--- config.mk ---
export PLATFORM = sky130hd
export DESIGN_NAME = bundle_queue
export DESIGN_NICKNAME = d
export VERILOG_FILES = /design/src/rtl/bundle_queue.sv
export SDC_FILE = /design/constraint.sdc
export NUM_CORES = 1
export LEC_CHECK = 0
export CORE_MARGIN = 3
export CORE_UTILIZATION = 40
export CTS_CLUSTER_DIAMETER = 100
export DETAILED_ROUTE_END_ITERATION = 6
export MAX_ROUTING_LAYER = met4
export RECOVER_POWER = 100
export SLEW_MARGIN = 40
export SYNTH_ARGS = -nofsm -noshare
export SYNTH_HDL_FRONTEND = slang
export SYNTH_SLANG_ARGS = --single-unit
export TNS_END_PERCENT = 1
--- constraint.sdc ---
create_clock -name clk -period 5 [get_ports clk]
set_input_delay 1 -clock clk [delete_from_list [all_inputs] [get_ports clk]]
set_output_delay 1 -clock clk [all_outputs]
set_load 0.03 [all_outputs]
--- src/rtl/bundle_queue.sv ---
// Elastic FIFO of 4-slot VLIW bundles between fetch and decode.
// Define BUNDLE_QUEUE_BYPASS_EN for a same-cycle path from fetch to decode while empty.
module bundle_queue #(
    parameter int unsigned DEPTH       = 4,
    parameter int unsigned IW          = 22,
    parameter int unsigned PCW         = 10,
    parameter int unsigned HOLD_MARGIN = 2
) (
    input  logic                       clk,
    input  logic                       rst,
    input  logic                       in_valid,
    input  logic [IW-1:0]              in_a0,
    input  logic [IW-1:0]              in_a1,
    input  logic [IW-1:0]              in_ls,
    input  logic [IW-1:0]              in_m,
    input  logic [PCW-1:0]             in_pc,
    input  logic                       flush,
    input  logic                       dec_ready,
    output logic                       out_valid,
    output logic [IW-1:0]              out_a0,
    output logic [IW-1:0]              out_a1,
    output logic [IW-1:0]              out_ls,
    output logic [IW-1:0]              out_m,
    output logic [PCW-1:0]             out_pc,
    output logic                       fetch_hold,
    output logic [$clog2(DEPTH):0]     count,
    output logic                       overflow
);
    localparam int unsigned AW = $clog2(DEPTH);
    localparam int unsigned CW = AW + 1;
    localparam int unsigned BW = 4 * IW + PCW;
    localparam logic [CW-1:0] FULL_CNT = CW'(DEPTH);
    localparam logic [CW-1:0] HOLD_CNT = CW'(DEPTH - HOLD_MARGIN);

    logic [BW-1:0] r_mem [DEPTH];
    logic [AW-1:0] r_rd;
    logic [AW-1:0] r_wr;
    logic [CW-1:0] r_count;
    logic          r_overflow;

    logic          w_empty;
    logic          w_full;
    logic          w_bypass;
    logic          w_pop;
    logic          w_push;
    logic          w_wr;
    logic          w_rd;
    logic          w_drop;
    logic [BW-1:0] w_in;
    logic [BW-1:0] w_head;

    assign w_empty = (r_count == '0);
    assign w_full  = (r_count == FULL_CNT);
    assign w_in    = {in_a0, in_a1, in_ls, in_m, in_pc};
    assign w_head  = r_mem[r_rd];

`ifdef BUNDLE_QUEUE_BYPASS_EN
    assign w_bypass = w_empty && in_valid && !flush;
`else
    assign w_bypass = 1'b0;
`endif

    assign out_valid = !w_empty || w_bypass;
    assign w_pop     = out_valid && dec_ready && !flush;
    assign w_push    = in_valid && !flush && (!w_full || w_pop);
    // A bypassed bundle that decode takes immediately never touches storage.
    assign w_wr      = w_push && !(w_bypass && dec_ready);
    assign w_rd      = w_pop && !w_bypass;
    assign w_drop    = in_valid && !flush && w_full && !w_pop;

    always_comb begin
        {out_a0, out_a1, out_ls, out_m, out_pc} = '0;
        if (!w_empty) begin
            {out_a0, out_a1, out_ls, out_m, out_pc} = w_head;
        end else if (w_bypass) begin
            {out_a0, out_a1, out_ls, out_m, out_pc} = w_in;
        end
    end

    assign fetch_hold = (r_count >= HOLD_CNT) && !flush;
    assign count      = r_count;
    assign overflow   = r_overflow;

    always_ff @(posedge clk) begin
        if (!rst && !flush && w_wr) begin
            r_mem[r_wr] <= w_in;
        end
    end

    always_ff @(posedge clk) begin
        if (rst) begin
            r_rd       <= '0;
            r_wr       <= '0;
            r_count    <= '0;
            r_overflow <= 1'b0;
        end else if (flush) begin
            r_rd    <= '0;
            r_wr    <= '0;
            r_count <= '0;
        end else begin
            if (w_wr) begin
                r_wr <= r_wr + 1'b1;
            end
            if (w_rd) begin
                r_rd <= r_rd + 1'b1;
            end
            r_count <= r_count + CW'(w_wr) - CW'(w_rd);
            if (w_drop) begin
                r_overflow <= 1'b1;
            end
        end
    end
endmodule

==> qor.csv, run 1 <==
metric,value,unit
ys_ff,402,
syn_inst,680,
violations,"capacitance limit, slew limit",
ys_area,15300,µm²
vdd_ir_drop_max,0.000252,V
slew_violations,83,
initCoreUtil,40.6,%
grt_pass1_vias,7717,
top_cell,edfxtp_1,
arrival,3150,ps
hold_path_class,register to register,
setup_viol,0,
top_cells_by_area,"edfxtp_1 (77%), mux4_2 (14%), and2_1 (4.2%), dfxtp_1 (1.3%), ha_1 (0.57%)",
ys_seq_share,78.2,%
slew_headroom,-32.9,%
common_cells,"edfxtp_1 (392), and2_1 (103), mux4_2 (98)",
yosys.area_share.xor_xnor,0.172,%
cap_violations,3,
synthFlopType,edfxtp_1,
outcome,finished with violations,
dpl_cell_area,18100,µm²
edf_count,392,
warnings,29,
hold_ws,470,ps
hold_buffers,0,
run 1: through the flow:
step	setup slack, ps	std cells	util (%)	power (W)
after floorplan	841	680	-	0.00398
after global routing	515	1465	51.4	0.00738
after global placement	1310	1387	47.9	0.00419
after CTS	827	1459	51.5	0.00725
after detailed placement	1270	1387	48.0	0.00420
final	853	1465	51.4	0.00712
run 1: routing by layer:
layer  GRT usage [%]  part of all wire (%)
met2            23.8                    47
met4            3.89                   2.2
met3            3.79                   6.4
met5               -                     0
met1            22.1                    44
run 1: report_power, final:
group | leakage (nW) | switching [W] | internal, W
Combinational | 2.13 | 0.000196 | 0.000159
Sequential | 3.62 | 0.00000904 | 0.00373
Clock | 0.662 | 0.00121 | 0.00182
run 1: worst paths after layout:
check	start	endpoint	slack, ps
max	register	out_a0[15]	850
min	overflow	overflow	470
max reg2reg	count[1]	r_mem[3][63]	1480
min reg2reg	overflow	overflow	470
run 1: final cells by class:
| class | count | area [µm²] | area share (%) |
|---|---|---|---|
| tap | 511 | 639 | 3.30 |
| clock inverter | 22 | 235 | 1.21 |
| sequential | 402 | 12000 | 61.8 |
| timing repair buffer | 231 | 2250 | 11.6 |
| clock buffer | 50 | 1100 | 5.69 |
| antenna | 5 | 12.5 | 0.0646 |
| multi-input combinational | 238 | 3140 | 16.2 |
| inverter | 6 | 22.5 | 0.116 |
run 1: critical path, cell delays in order, from the launching register on:
cell and delay [ps]:
dfxtp_4 550, clkbuf_1 590, mux4_2 580, and2_1 190, dlygate4sd3_1 700
run 1: registers in the layout (all words and copies together) (netlist names), named ones only:
register / count
r_wr: 2
overflow: 1
count: 3
r_mem: 392
r_rd: 2
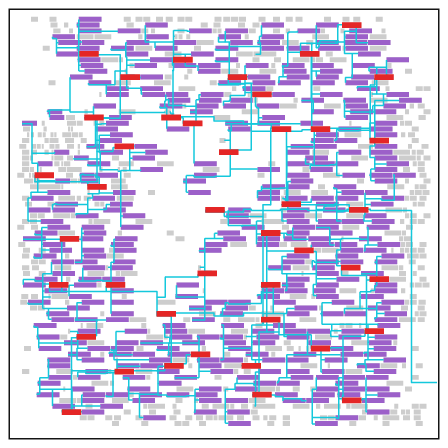
(run_1/clk_routes.png)
[clock wires] cyan | length: 4640 µm
[clock drivers] red | count: 42
[flip-flops] purple | count: 402
flops lie: spread over the die

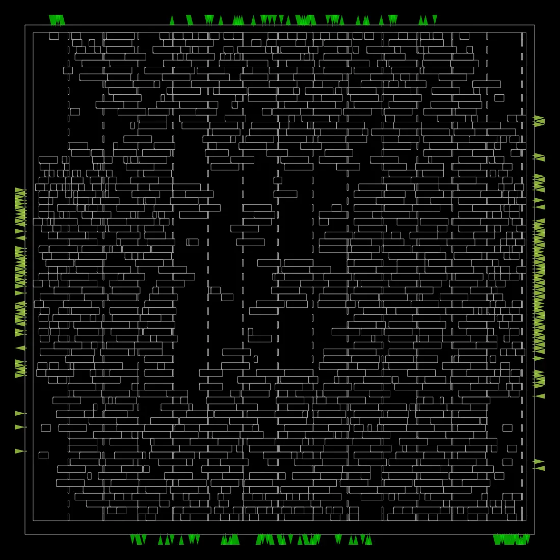
(run_1/placement.png)
Rows: 71
fill cell count: 3081
Post-Layout Cell Count: 1465

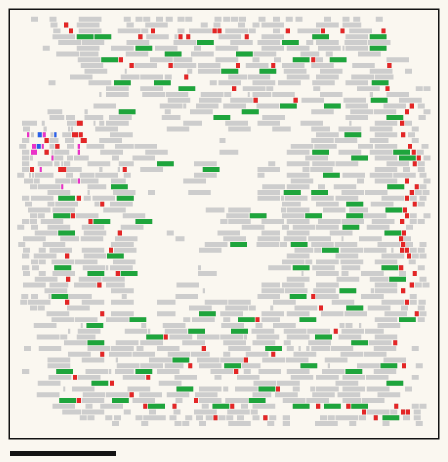
(run_1/logic_types.png)
Scale bar: 50 µm.
| family | color | cells |
|---|---|---|
| AND and OR gates | red | 107 |
| NAND gates | blue | 3 |
| NOR gates | magenta | 11 |
| multiplexers | green | 98 |
Top cell excl fill/tap: edfxtp_1
logic share of the area: 16.2%

==> run_1/metal_density.png <==
20 x 20 tiles, from black (low) to pale yellow (high), scaled to the fullest tile. Values are wire area over tile area, all layers added.
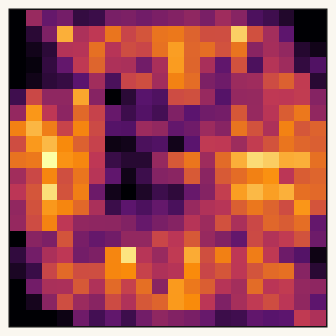

==> run 1 -> run 2 <==
==> constraint.sdc (replaced) <==
create_clock -name clk -period 3.4 [get_ports clk]
set_input_delay 0.68 -clock clk [delete_from_list [all_inputs] [get_ports clk]]
set_output_delay 0.68 -clock clk [all_outputs]
set_load 0.03 [all_outputs]
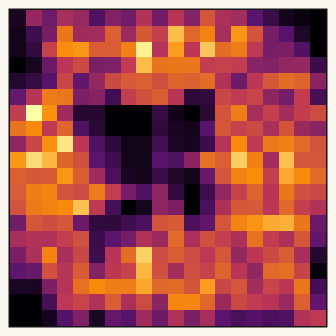
(run_2/metal_density.png)
20 x 20 tiles, from black (low) to pale yellow (high), scaled to the fullest tile. Values are wire area over tile area, all layers added.
nearly empty tiles: 4.5%
mean over tiles: 0.12
densest ninth of the die: middle right
emptiest ninth of the die: center

==> run 2 against run 1 <==
Against the previous run: sequential share of layout area fell by 0.57 points; the flow now finishes without violations; critical path type unchanged; power rose by 50%; first-iteration DRC count rose by 8.8%; clock-buffer cell count up 1; utilization grew 0.48 points; critical path depth unchanged; via count rose by 0.52%; clock power up 54%; final cell count is 0.68% higher; synthesized area is the same.
==> qor.csv, run 2 <==
metric,value,unit,change
power_frac_seq,51.3,%,was 52.5%
grt_pass1_vias,8060,,was 7717
grt.busiest_layer,met2,,unchanged
outcome,completed,,was finished with violations
worstReg2RegEnd,r_mem[1][7],,was r_mem[3][63]
total_power,0.0107,W,was 0.00712 W
p_switching,0.00210,W,was 0.00141 W
ys_seq_share,78.2,%,unchanged
common_cells,"edfxtp_1 (392), and2_1 (103), mux4_2 (98)",,unchanged
final_common_cell,edfxtp_1,,unchanged
synthFlopType,edfxtp_1,,unchanged
combPwrFrac,5.0,%,about the same
rows,71,,unchanged
combinationalPower,0.000539,W,was 0.000355 W
slew_headroom,16.3,%,was -32.9%
pwr-share-clk,43.7,%,was 42.5%
largest_reg_flops,392,,unchanged
warnings,30,,was 29
p_int,0.00861,W,was 0.00571 W
top_cells_by_area,"edfxtp_1 (77%), mux4_2 (14%), and2_1 (4.2%), dfxtp_1 (1.3%), ha_1 (0.57%)",,unchanged
holdPathEnd,overflow,,unchanged
post-route-util,51.9,%,was 51.4%
setup_viol,0,,unchanged
grt_use_met2,24.8,%,was 23.8%
arrival,2620,ps,was 3150 ps
ys_area,15300,µm²,unchanged
top_cell,edfxtp_1,,unchanged
syn_inst,680,,unchanged
hold_path_class,register to register,,unchanged
maxPowerGroup,registers,,unchanged
cap_violations,0,,was 3
routed-wl-met2,14900,µm,was 14400 µm
clk-power,0.00468,W,was 0.00303 W
min_from,overflow,,unchanged
## run 2: cell counts after synthesis
Identical to the previous run, type by type.
## run 2: worst max-delay path by stage
stage,from,endpoint,slack (ps)
floorplan,flush,r_mem[1][0],-440
global placement,dec_ready,count[2],490
detailed placement,dec_ready,r_mem[2][94],470
CTS,count[1],out_a1[10],30
global route,register,out_ls[3],0.1
finish,register,out_a0[5],100
## run 2: final cells by class
| class | instances | area (µm²) |
|---|---|---|
| Tap cell | 511 | 639 |
| Multi-Input combinational cell | 238 | 3130 |
| Fill cell | 3054 | 18100 |
| Inverter | 6 | 22.5 |
| Antenna cell | 6 | 15.0 |
| Timing Repair Buffer | 234 | 2350 |
| Clock buffer | 51 | 1120 |
| Clock inverter | 27 | 313 |
| Sequential cell | 402 | 12000 |
## run 2: cells by family (layout without fill, tap and decap cells)
family	after synthesis	count (layout)	share of synthesized area (%)
AND-OR/OR-AND	8	8	0.319
flip-flops	402	402	78.2
AND/OR/NAND/NOR	121	121	4.81
other	0	6	0
multiplexers	98	98	14.4
buffers and inverters	40	318	1.35
XOR/XNOR	3	3	0.172
adder cells (fa/ha/maj)	8	8	0.703
## run 2: metrics by stage
stage | setup TNS, ps | instance area [µm²] | worst slack, ps | hold slack, ps
floorplan | -129040 | 15300 | -439 | 485
global placement | 0 | 18300 | 486 | 473
detailed placement | 0 | 18300 | 469 | 467
CTS | 0 | 19700 | 33.1 | 487
global route | 0 | 19600 | 0.110 | 556
finish | 0 | 19600 | 105 | 483
## run 2: timing repair
action	4_1_cts	5_1_grt
resized	0	2
hold buffers	0	0
endpoints found under the setup margin	0	20
## run 2: critical path: stages, from the launching register on
cell,delay (ps)
dfxtp_4,480
buf_12,340
mux4_2,350
and2_1,180
dlygate4sd3_1,690
Power and IR drop assume default switching activity.
